===== src/rtl/sync_fifo_pkt_drain.sv =====
// Read-side drain for the 48-bit {src,dst,data} packet FIFO: pops one entry,
// then serialises it MSB-first as six bytes onto a valid/ready byte link.
module sync_fifo_pkt_drain #(
  parameter int unsigned GAP_CYCLES = 2,
  parameter int unsigned CNT_W      = 16
) (
  input  logic             clk,
  input  logic             rstn,
  input  logic             en,
  input  logic             fifo_empty,
  input  logic [7:0]       fifo_src,
  input  logic [7:0]       fifo_dst,
  input  logic [31:0]      fifo_data,
  output logic             fifo_rd,
  output logic [7:0]       tx_data,
  output logic             tx_valid,
  output logic             tx_sop,
  output logic             tx_eop,
  input  logic             tx_ready,
  output logic [CNT_W-1:0] pkt_cnt,
  output logic             busy
);

  typedef enum logic [2:0] {
    S_IDLE,
    S_POP,
    S_CAP,
    S_SEND,
    S_GAP
  } state_e;

  localparam logic [2:0] LAST_IDX = 3'd5;
  localparam logic [3:0] GAP_LAST = (GAP_CYCLES == 0) ? 4'd0 : 4'(GAP_CYCLES - 1);

  state_e             state_q, state_d;
  logic [47:0]        shift_q, shift_d;
  logic [2:0]         idx_q,   idx_d;
  logic [3:0]         gap_q,   gap_d;
  logic [CNT_W-1:0]   cnt_q,   cnt_d;

  // NOTE: every register updates with <= so all flops sample the same
  // pre-edge values; blocking here would create order-dependent races.
  always_ff @(posedge clk or negedge rstn) begin
    if (!rstn) begin
      state_q <= S_IDLE;
      shift_q <= '0;
      idx_q   <= '0;
      gap_q   <= '0;
      cnt_q   <= '0;
    end else begin
      state_q <= state_d;
      shift_q <= shift_d;
      idx_q   <= idx_d;
      gap_q   <= gap_d;
      cnt_q   <= cnt_d;
    end
  end

  // NOTE: all next-state signals get a hold default first, so no path
  // through the case leaves one unassigned and no latch is inferred.
  always_comb begin
    state_d = state_q;
    shift_d = shift_q;
    idx_d   = idx_q;
    gap_d   = gap_q;
    cnt_d   = cnt_q;
    unique case (state_q)
      S_IDLE: if (en && !fifo_empty) state_d = S_POP;
      S_POP:  state_d = S_CAP;
      S_CAP: begin
        // FIFO output register holds the popped entry during this cycle.
        shift_d = {fifo_src, fifo_dst, fifo_data};
        idx_d   = '0;
        state_d = S_SEND;
      end
      S_SEND: begin
        if (tx_ready) begin
          shift_d = {shift_q[39:0], 8'h00};
          idx_d   = idx_q + 3'd1;
          if (idx_q == LAST_IDX) begin
            cnt_d   = cnt_q + 1'b1;
            gap_d   = '0;
            state_d = (GAP_CYCLES == 0) ? S_IDLE : S_GAP;
          end
        end
      end
      S_GAP: begin
        if (gap_q == GAP_LAST) state_d = S_IDLE;
        else                   gap_d   = gap_q + 4'd1;
      end
      default: state_d = S_IDLE;
    endcase
  end

  // Outputs decode only registered state, so they are glitch-free and
  // drop together with the asynchronous reset.
  always_comb begin
    fifo_rd  = (state_q == S_POP);
    tx_valid = (state_q == S_SEND);
    tx_data  = tx_valid ? shift_q[47:40] : 8'h00;
    tx_sop   = tx_valid && (idx_q == 3'd0);
    tx_eop   = tx_valid && (idx_q == LAST_IDX);
    busy     = (state_q != S_IDLE);
    pkt_cnt  = cnt_q;
  end

endmodule


===== config.mk =====
export PLATFORM = sky130hd
export DESIGN_NAME = sync_fifo_pkt_drain
export DESIGN_NICKNAME = d
export VERILOG_FILES = /design/src/rtl/sync_fifo_pkt_drain.sv
export SDC_FILE = /design/constraint.sdc
export NUM_CORES = 1
export LEC_CHECK = 0
export CELL_PAD_IN_SITES_DETAIL_PLACEMENT = 1
export CELL_PAD_IN_SITES_GLOBAL_PLACEMENT = 1
export CORE_MARGIN = 5
export CORE_UTILIZATION = 39
export CTS_CLUSTER_DIAMETER = 50
export DETAILED_ROUTE_END_ITERATION = 16
export GPL_ROUTABILITY_DRIVEN = 0
export PLACE_DENSITY_LB_ADDON = 0.08
export SLEW_MARGIN = 40
export SYNTH_ARGS = -nofsm -noshare
export SYNTH_HDL_FRONTEND = slang
export SYNTH_SLANG_ARGS = --single-unit

===== constraint.sdc =====
create_clock -name clk -period 1.8 [get_ports clk]
set_input_delay 0.18 -clock clk [delete_from_list [all_inputs] [get_ports clk]]
set_output_delay 0.18 -clock clk [all_outputs]
set_load 0.05 [all_outputs]

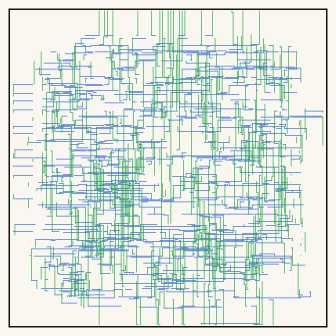
run_1/wires.png
Only two layers are drawn.
Blue is metal 1, wire length 4170 µm. Green is metal 2, wire length 4410 µm.

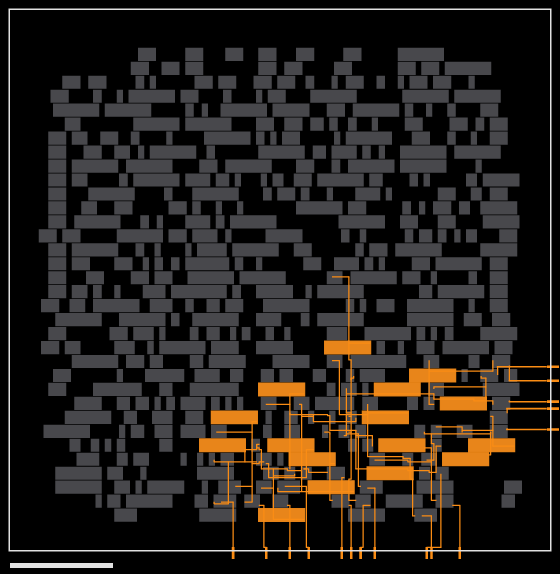
run_1/io_fan.png
The bar under the picture is 20 µm long.
Orange is pkt_cnt, bits 16, direction output, end cells 16, buffers 16, wire 701 µm.

==> run summary, run 1 <==
The following summarizes the physical implementation.

Outcome
The flow ran to the end, and the final reports show no timing, DRC or antenna violations.

Worst setup path
The critical path endpoint category is a primary output. Among all stages on the critical path, the largest delay is contributed by sky130_fd_sc_hd__dfrtp_1. Among all stages on the critical path, the maximum delay recorded is 0.43 ns. The maximum fanout encountered on the critical timing path is 5. STA classifies the critical path startpoint as a flop.

Traced cell by cell, the critical path runs through nand2b_4 > buf_8 > nor4b_4 > buf_12. The kind of cell adding the most delay to the critical path is simple AND/OR/NAND/NOR gates. The signal arrival time at the worst endpoint is 1.61 ns. The category of the most critical setup path is reg2out. The required time at the worst endpoint is listed as 1.62 ns. Together, buffers and inverters on the worst path number 2.

Final layout
0 antenna diodes ended up in the layout. The layout report lists the multi-input gate area as 1570 µm². Ranking logic cells in the layout by count gives the top entries sky130_fd_sc_hd__dfrtp_1, sky130_fd_sc_hd__clkdlybuf4s50_1, sky130_fd_sc_hd__nand2_1. Of the cells placed in the final design, the portion with a size suffix greater than 1 is 17.3%. The flip-flop and latch area is 1850 µm².

At the end of the flow the core is filled with cells to 57.5%. The net count reported at finish is 482. The area overhead of the layout relative to synthesis is 42.4%. Fill cells in the final layout number 948. Counting only logic cells after layout, the most numerous master is sky130_fd_sc_hd__dfrtp_1.

Min path
The type of the worst min-delay path is in2async.

Floorplanning
The height of the die is 105 µm. At the floorplan stage, the core utilization is reported as 40.3%. The total I/O pin count is 82. The overall chip area is 11100 µm².

After floorplanning, the core was divided into 34 placement rows. The floorplan die width is 105 µm. The core region is 8760 µm².

Pwr
The cell leakage power is 0.00248 µW. The flow reported a cell area power density of 1670 nW/µm². The analysis reports a worst IR drop on VDD of 0.620 mV.

Synth
The number of nets at floorplan is 381. The post-synth area from yosys stat is 3530 µm². Per the synthesis report, the dominant area consumer among library cells is sky130_fd_sc_hd__dfrtp_1.

Synthesis produced a netlist whose cell count is 322. The number of distinct library cell variants in the gate-level netlist after synthesis is 42. Per the synth stats, the flop cell with the highest instance count is sky130_fd_sc_hd__dfrtp_1. The fraction of the yosys area taken by sequential cells is 52.4%. The share of synthesized registers carrying an async set or reset is 100%. The synthesized netlist occupies a cell area of 3530 µm².

The share of the synthesized area in the top cell type is 52.4%. The synthesized netlist was found by Yosys to have 322 cells. The synthesis-stage register bit count is 74. The mean post-synth cell area is 11.0 µm². The main area contributors are sky130_fd_sc_hd__dfrtp_1, sky130_fd_sc_hd__mux2i_1, sky130_fd_sc_hd__o21ai_0. The synthesized design contains 0 enable-type register cells.

The total of warnings raised by yosys is 0.

Routing
The number of remaining DRC errors is 0. The first-pass detailed-route iteration total is 4. Per the detail_route report, the via count comes to 2752. The starting DRC count in detailed routing is 73. The average wire per standard cell is 16.9 µm.

The routed design shows a via density per instance of 5.13. Per the post-route antenna check, the number of violating nets is 0. The total wire length after detailed routing is 9070 µm.

Placed design
The placement report lists the number of port buffers as 81. Once detailed placement completed, the half-perimeter wirelength came to 6150 µm. The worst slack at placement is 0.0740 ns.

Global routing
The global-route track usage on met1 is 22.2%. For this run, global-route usage on met3 was measured as 3.33%. The number of global-route vias before repair came to 2925. The remaining global-route overflow is 0. The pin count of the biggest net entering global routing is 54. The wire length of the first global-routing pass is 14700 µm.

In the global route stage, met2 resource usage came out at 25.8%. The overall global routing resource usage is 16.3%. The number of antenna violations at the first check in global routing is 0.

Global routing put the most usage on met2.

Flow run
Max-cap violations in this run came to 0. OpenROAD emitted warnings numbering 32.

STA
The hold violation total from the final report is 0. The smallest clock period supported by the final layout is computed as 1.79 ns. The pin slew with the least headroom to its limit is 0.542 ns. Setup repair after global routing could not meet its margin everywhere. The final max-slew violation count recorded for this run is 0.

The final critical-path setup slack is 0.00579 ns. The tightest hold path in the finished design has a slack of 0.274 ns. The maximum operating frequency is 557 MHz. The worst max-slew margin expressed relative to the limit is 63.7%. On the final layout, the worst clock skew is 0.0103 ns. From the final report, the count of setup violators was given as 0.

The final critical-path share of the clock period is 99.7%.

Clock tree
Counting along the longest clock path gives a buffer depth of 2. The H-tree was split into 3 levels. On the reported timing paths, the clock transition at the registers reads 0.08 ns. TritonCTS built the clock tree. The tree is rooted in a sky130_fd_sc_hd__clkbuf_8.
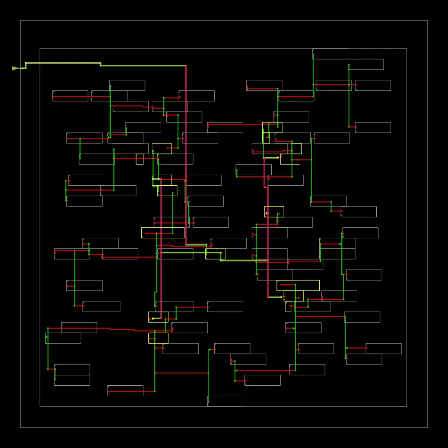
run_1/clocks.png
total CTS buffers: 9
Clk Latency, worst-skew pair: 0.34 ns
Sinks on Clock Net: 74
clk pwr: 1430 µW

==> run 1: cells by family (layout without fill, tap and decap cells) <==
logic type | Yosys count | in the layout | synth area share [%]
compound gates | 61 | 61 | 10.3
xor+xnor | 17 | 17 | 4.21
fa+ha+maj | 6 | 6 | 2.12
buf+inv | 24 | 130 | 4.50
flops | 74 | 74 | 52.4
mux | 40 | 40 | 11.3
simple gates | 100 | 100 | 15.2
==> run 1: cell type report <==
cell class,count,area share (%)
flip-flops and latches,74,36.8
multi-input cells,224,31.3
repair buffers,108,24.4
clock buffers,11,2.81
well taps,108,2.68
clock inverters,5,1.54
inverters,6,0.447
==> run 1: timing repair <==
item | CTS | global route
setup buffers | 2 | 12
endpoints found under the hold margin | 21 | 0
endpoints found under the setup margin | 15 | 22
gates cloned | 0 | 1
hold buffers | 1 | 0
gates resized | 9 | 13
pin swaps | 1 | 3
==> run 1: through the flow <==
step	TNS, ns	total power [µW]	instance area [µm²]	cells
after global routing	-0.135	8950	5030	536
after detailed placement	0	6580	4610	504
after floorplan	-0.0851	5190	3540	322
after global placement	0	6440	4610	504
after CTS	-0.0145	8100	4870	523
final	0	8410	5030	536
==> run 1: sequential cells by signal (all words and copies together), names as in the netlist <==
| register | count |
|---|---|
| shift_q | 48 |
| state_q | 3 |
| idx_q | 3 |
| pkt_cnt | 16 |
| gap_q | 4 |
==> run 1: path summary, 6_finish.rpt <==
path / end / cells after the start / startpoint / slack (ns)
max: tx_sop / 4 / state_q[2] / 0.006
min: shift_q[44] / 2 / rstn / 0.27
max reg2reg: pkt_cnt[14] / 6 / idx_q[0] / 0.11
min reg2reg: pkt_cnt[15] / 1 / pkt_cnt[15] / 0.48
max in group asynchronous: state_q[1] / 3 / rstn / 0.95
min in group clk: shift_q[0] / 2 / fifo_data[0] / 0.43
==> run 1: Yosys cell counts (2+ instances only) <==
cell / number
sky130_fd_sc_hd__dfrtp_1: 74
sky130_fd_sc_hd__nand2_1: 49
sky130_fd_sc_hd__mux2i_1: 40
sky130_fd_sc_hd__o21ai_0: 39
sky130_fd_sc_hd__xnor2_1: 13
sky130_fd_sc_hd__and3_1: 11
sky130_fd_sc_hd__nand4_1: 9
sky130_fd_sc_hd__a22o_1: 8
sky130_fd_sc_hd__nor2_1: 8
sky130_fd_sc_hd__ha_1: 6
sky130_fd_sc_hd__nand3_1: 6
sky130_fd_sc_hd__o21ai_1: 6
sky130_fd_sc_hd__buf_2: 5
sky130_fd_sc_hd__inv_1: 5
sky130_fd_sc_hd__clkbuf_1: 4
sky130_fd_sc_hd__xor2_1: 4
sky130_fd_sc_hd__buf_6: 3
sky130_fd_sc_hd__buf_8: 3
sky130_fd_sc_hd__nor3_1: 3
sky130_fd_sc_hd__and2_1: 2
sky130_fd_sc_hd__clkbuf_2: 2
sky130_fd_sc_hd__nor3b_1: 2
==> run 1: where the power goes <==
| part | internal (µW) | switching [µW] | total (µW) |
|---|---|---|---|
| clock | 815 | 615 | 1430 |
| combinational | 2130 | 2250 | 4390 |
| sequential | 2200 | 393 | 2590 |
==> run 1: metal layers <==
layer  part of all wire [%]  vias to the layer above
li1                       -                     1334
met3                    4.2                        9
met5                      0                        -
met4                    1.3                        0
met1                     46                     1348
met2                     49                       61
==> run 1 -> run 2 <==
--- a/config.mk
+++ b/config.mk
@@ -5,6 +5,7 @@
 export SDC_FILE = /design/constraint.sdc
 export NUM_CORES = 1
 export LEC_CHECK = 0
+export CAP_MARGIN = 20
 export CELL_PAD_IN_SITES_DETAIL_PLACEMENT = 1
 export CELL_PAD_IN_SITES_GLOBAL_PLACEMENT = 1
 export CORE_MARGIN = 5
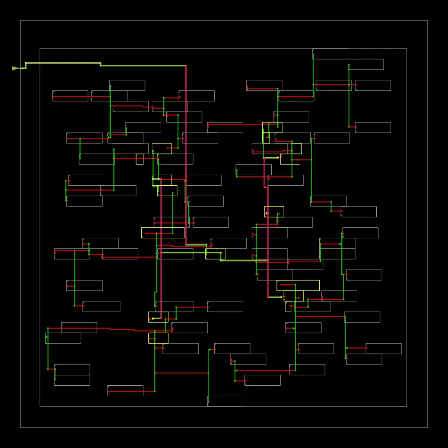
run_2/clocks.png
clock tree buffer count of the final layout: 11
flip-flops: 74
largest clock skew in the final design: 0.0103 ns

==> run summary, run 2 <==
The following summarizes the physical implementation.

Synth
Commonest cells in the netlist: sky130_fd_sc_hd__dfrtp_1, sky130_fd_sc_hd__nand2_1, sky130_fd_sc_hd__mux2i_1 (unchanged). The post-synth area from yosys stat is 3530 µm² (unchanged). The number of cells in the yosys synthesis report was 322 (unchanged).

The largest area contributor in the synthesized netlist is sky130_fd_sc_hd__dfrtp_1 (unchanged). The share of the synthesized area in the top cell type is 52.4% (unchanged). The number of distinct library cell variants in the gate-level netlist after synthesis is 42 (unchanged). The predominant post-synthesis flop cell was sky130_fd_sc_hd__dfrtp_1 (unchanged).

The total of warnings raised by yosys was 0 (unchanged). The count of library flops with an enable pin is 0 (unchanged). Synth top area cells: sky130_fd_sc_hd__dfrtp_1, sky130_fd_sc_hd__mux2i_1, sky130_fd_sc_hd__o21ai_0 (unchanged). The most common cell in the netlist is sky130_fd_sc_hd__dfrtp_1 (unchanged).

The fraction of the yosys area taken by sequential cells came to 52.4% (unchanged). The mean post-synth cell area is 11.0 µm² (unchanged). The number of nets at floorplan is 381 (unchanged). The synthesis-stage register bit count is 74 (unchanged). The share of synthesized registers carrying an async set or reset is 100% (unchanged).

The cell area after synthesis is 3530 µm² (unchanged). The gate count of the mapped netlist is 322 (unchanged).

Floorplanning
The number of core rows is 34 (unchanged). The overall chip area is 11100 µm² (unchanged). The total I/O pin count is 82 (unchanged). The height of the die is 105 µm (unchanged). The starting density of the core is 40.3% (unchanged). The floorplan die width is 105 µm (unchanged).

The area of the core region is 8760 µm² (unchanged).

Pwr
The overall power after layout came to 8410 µW (unchanged). The total power density per cell area was 1670 nW/µm² (unchanged). The peak ir drop on the vdd network came to 0.620 mV (unchanged). The cell leakage power is 0.00248 µW (unchanged).

Worst setup path
The start of the worst register-to-register path is idx_q[0] (unchanged). The capturing point of the worst reg2reg path is pkt_cnt[14] (unchanged). The type of element launching the critical path was a flop (unchanged). The critical path endpoint category is a primary output (unchanged). The critical path's largest stage delay was 0.43 ns (about the same). The master of the slowest instance on the critical path is sky130_fd_sc_hd__dfrtp_1 (unchanged).

The number of cell instances on the worst register-to-register path is 6 (unchanged). The category of the most critical setup path was reg2out (unchanged). The signal arrival time at the worst endpoint is 1.61 ns (about the same). The maximum fanout encountered on the critical timing path is 5 (unchanged). Cells along the critical path: nand2b_4 > buf_8 > nor4b_4 > buf_12 (unchanged).

Global routing
The number of global-route vias before repair is 2925 (unchanged). The overall global routing resource usage is 16.3% (unchanged). The number of antenna violations at the first check in global routing is 0 (unchanged).

The pin count of the biggest net entering global routing came to 54 (unchanged). The wire length of the first global-routing pass was 14700 µm (unchanged). The remaining global-route overflow is 0 (unchanged).

Routing
The count of nets left with antenna violations after detail routing is 0 (unchanged). The average wire per standard cell is 16.9 µm (unchanged). The number of vias per cell after detailed routing was 5.13 (unchanged). The number of remaining DRC errors came to 0 (unchanged).

The first-pass detailed-route iteration total is 4 (unchanged). The via total after detailed routing is 2752 (unchanged). The starting DRC count in detailed routing is 73 (unchanged). The total wire length after detailed routing is 9070 µm (unchanged).

Final layout
The fraction of layout cells with a size suffix above 1 was 17.3% (unchanged). The dominant logic cell type in the layout is sky130_fd_sc_hd__dfrtp_1 (unchanged). Dominant logic cell types in the final layout: sky130_fd_sc_hd__dfrtp_1, sky130_fd_sc_hd__clkdlybuf4s50_1, sky130_fd_sc_hd__nand2_1 (unchanged). The area overhead of the layout relative to synthesis is 42.4% (unchanged). The net count reported at finish came to 482 (unchanged).

The register with the highest flop count is shift_q (unchanged). The flip-flop count of the largest register after layout is 48 (unchanged). The final antenna diode count came to 0 (unchanged). The combined area of the multi-input logic cells is 1570 µm² (unchanged). The count of non-filler cells in the finished layout came to 536 (unchanged). The flip-flop and latch area was 1850 µm² (unchanged).

The number of filler instances in the final layout is 948 (unchanged). The area of all placed cells without fillers is 5030 µm² (unchanged).

Placed design
The detailed placer's ending HPWL is 6150 µm (unchanged). The placement-stage cell area is 4610 µm² (unchanged). The worst slack at placement is 0.0740 ns (unchanged). The cell count after placement is 504 (unchanged).

The port buffer count is 81 (unchanged).

STA
The final critical-path share of the clock period is 99.7% (unchanged). The hold violation total from the final report was 0 (unchanged). The final critical-path setup slack was 0.00579 ns (unchanged). The maximum operating frequency was 557 MHz (unchanged). The max-slew violation total from the final report is 0 (unchanged). The minimum period implied by the final worst setup slack is 1.79 ns (unchanged). The pin slew with the least headroom to its limit is 0.542 ns (unchanged). Setup repair after global routing missed its margin: yes (unchanged).

The total of endpoints with negative setup slack in the final report is 0 (unchanged). The worst max-slew margin expressed relative to the limit is 63.7% (unchanged). The hold slack came to 0.274 ns (unchanged).

Min path
The type of the worst min-delay path is in2async (unchanged).

Flow run
The number of OpenROAD warnings is 32 (unchanged). The count of maximum capacitance violations came to 0 (unchanged).

Clock tree
The clock tree from TritonCTS is built (unchanged). The TritonCTS sink count came to 74 (unchanged). The maximum clock insertion buffer count was 2 (unchanged). The number of buffers inserted during clock tree synthesis came to 9 (unchanged). The CTS H-tree depth is 3 (unchanged). The latest clock arrival within the worst-skew pair came to 0.34 ns (about the same). The clock transition time at the flip-flop clock pins of the worst setup and hold paths came to 0.08 ns (about the same). The buffer type at the clock tree root is sky130_fd_sc_hd__clkbuf_8 (unchanged).

Outcome
Result of the run: finished clean (unchanged).
==> run 2: cell counts after synthesis <==
No cell type changed its count.
==> run 2: cell type report <==
class	count	area share, %
Sequential cell	74	36.8
Timing Repair Buffer	108	24.4
Clock buffer	11	2.81
Clock inverter	5	1.54
Multi-Input combinational cell	224	31.3
Tap cell	108	2.68
Inverter	6	0.447
==> run 2: cell families after synthesis <==
group	after synthesis	share of synthesized area, %
AND/OR/NAND/NOR	100	15.2
XOR/XNOR	17	4.21
adder cells (fa/ha/maj)	6	2.12
AND-OR/OR-AND	61	10.3
buffers and inverters	24	4.50
multiplexers	40	11.3
flip-flops	74	52.4
==> run 2: critical path: cells and delay by family, from the launching register on <==
kind / cells / cell delay (ns)
buffers and inverters: 2 / 0.32
DFF: 1 / 0.43
and+or+nand+nor: 2 / 0.53
==> run 2: how the worst max path moves through the flow <==
stage | from | end | slack [ns] | depth (start not counted)
after global routing | state_q[2] | tx_eop | -0.07 | 5
after detailed placement | tx_ready | pkt_cnt[14] | 0.07 | 5
after CTS | state_q[2] | tx_sop | -0.01 | 4
after global placement | tx_ready | pkt_cnt[14] | 0.10 | 5
final | state_q[2] | tx_sop | 0.006 | 4
after floorplan | state_q[2] | tx_sop | -0.04 | 3
==> run 2: repair_timing <==
item,CTS,global route
hold buffers,1,0
endpoints found under the hold margin,21,0
resized,9,13
gates cloned,0,1
setup endpoints to repair,15,22
buffers inserted,2,12
pin swaps,1,3
==> run 2: routing by layer <==
metal	track usage [%]	up-vias	share of wire (%)
met3	3.33	9	4.2
met5	0	-	0
met2	25.8	61	49
li1	-	1334	-
met1	22.2	1348	46
met4	5.48	0	1.3
==> run 2: power by group <==
part / switching, µW / internal (µW)
sequential: 393 / 2200
clock: 615 / 815
combinational: 2250 / 2130
total: 3260 / 5140
==> run 2: per-stage QoR <==
stage | util (%) | setup TNS [ns]
5_1_grt | 57.5 | -0.135
2_1_floorplan | - | -0.0851
3_5_place_dp | 52.6 | 0
3_3_place_gp | 52.6 | 0
6_report | 57.5 | 0
4_1_cts | 55.6 | -0.0145
Power is estimated from default activity; no workload was simulated.
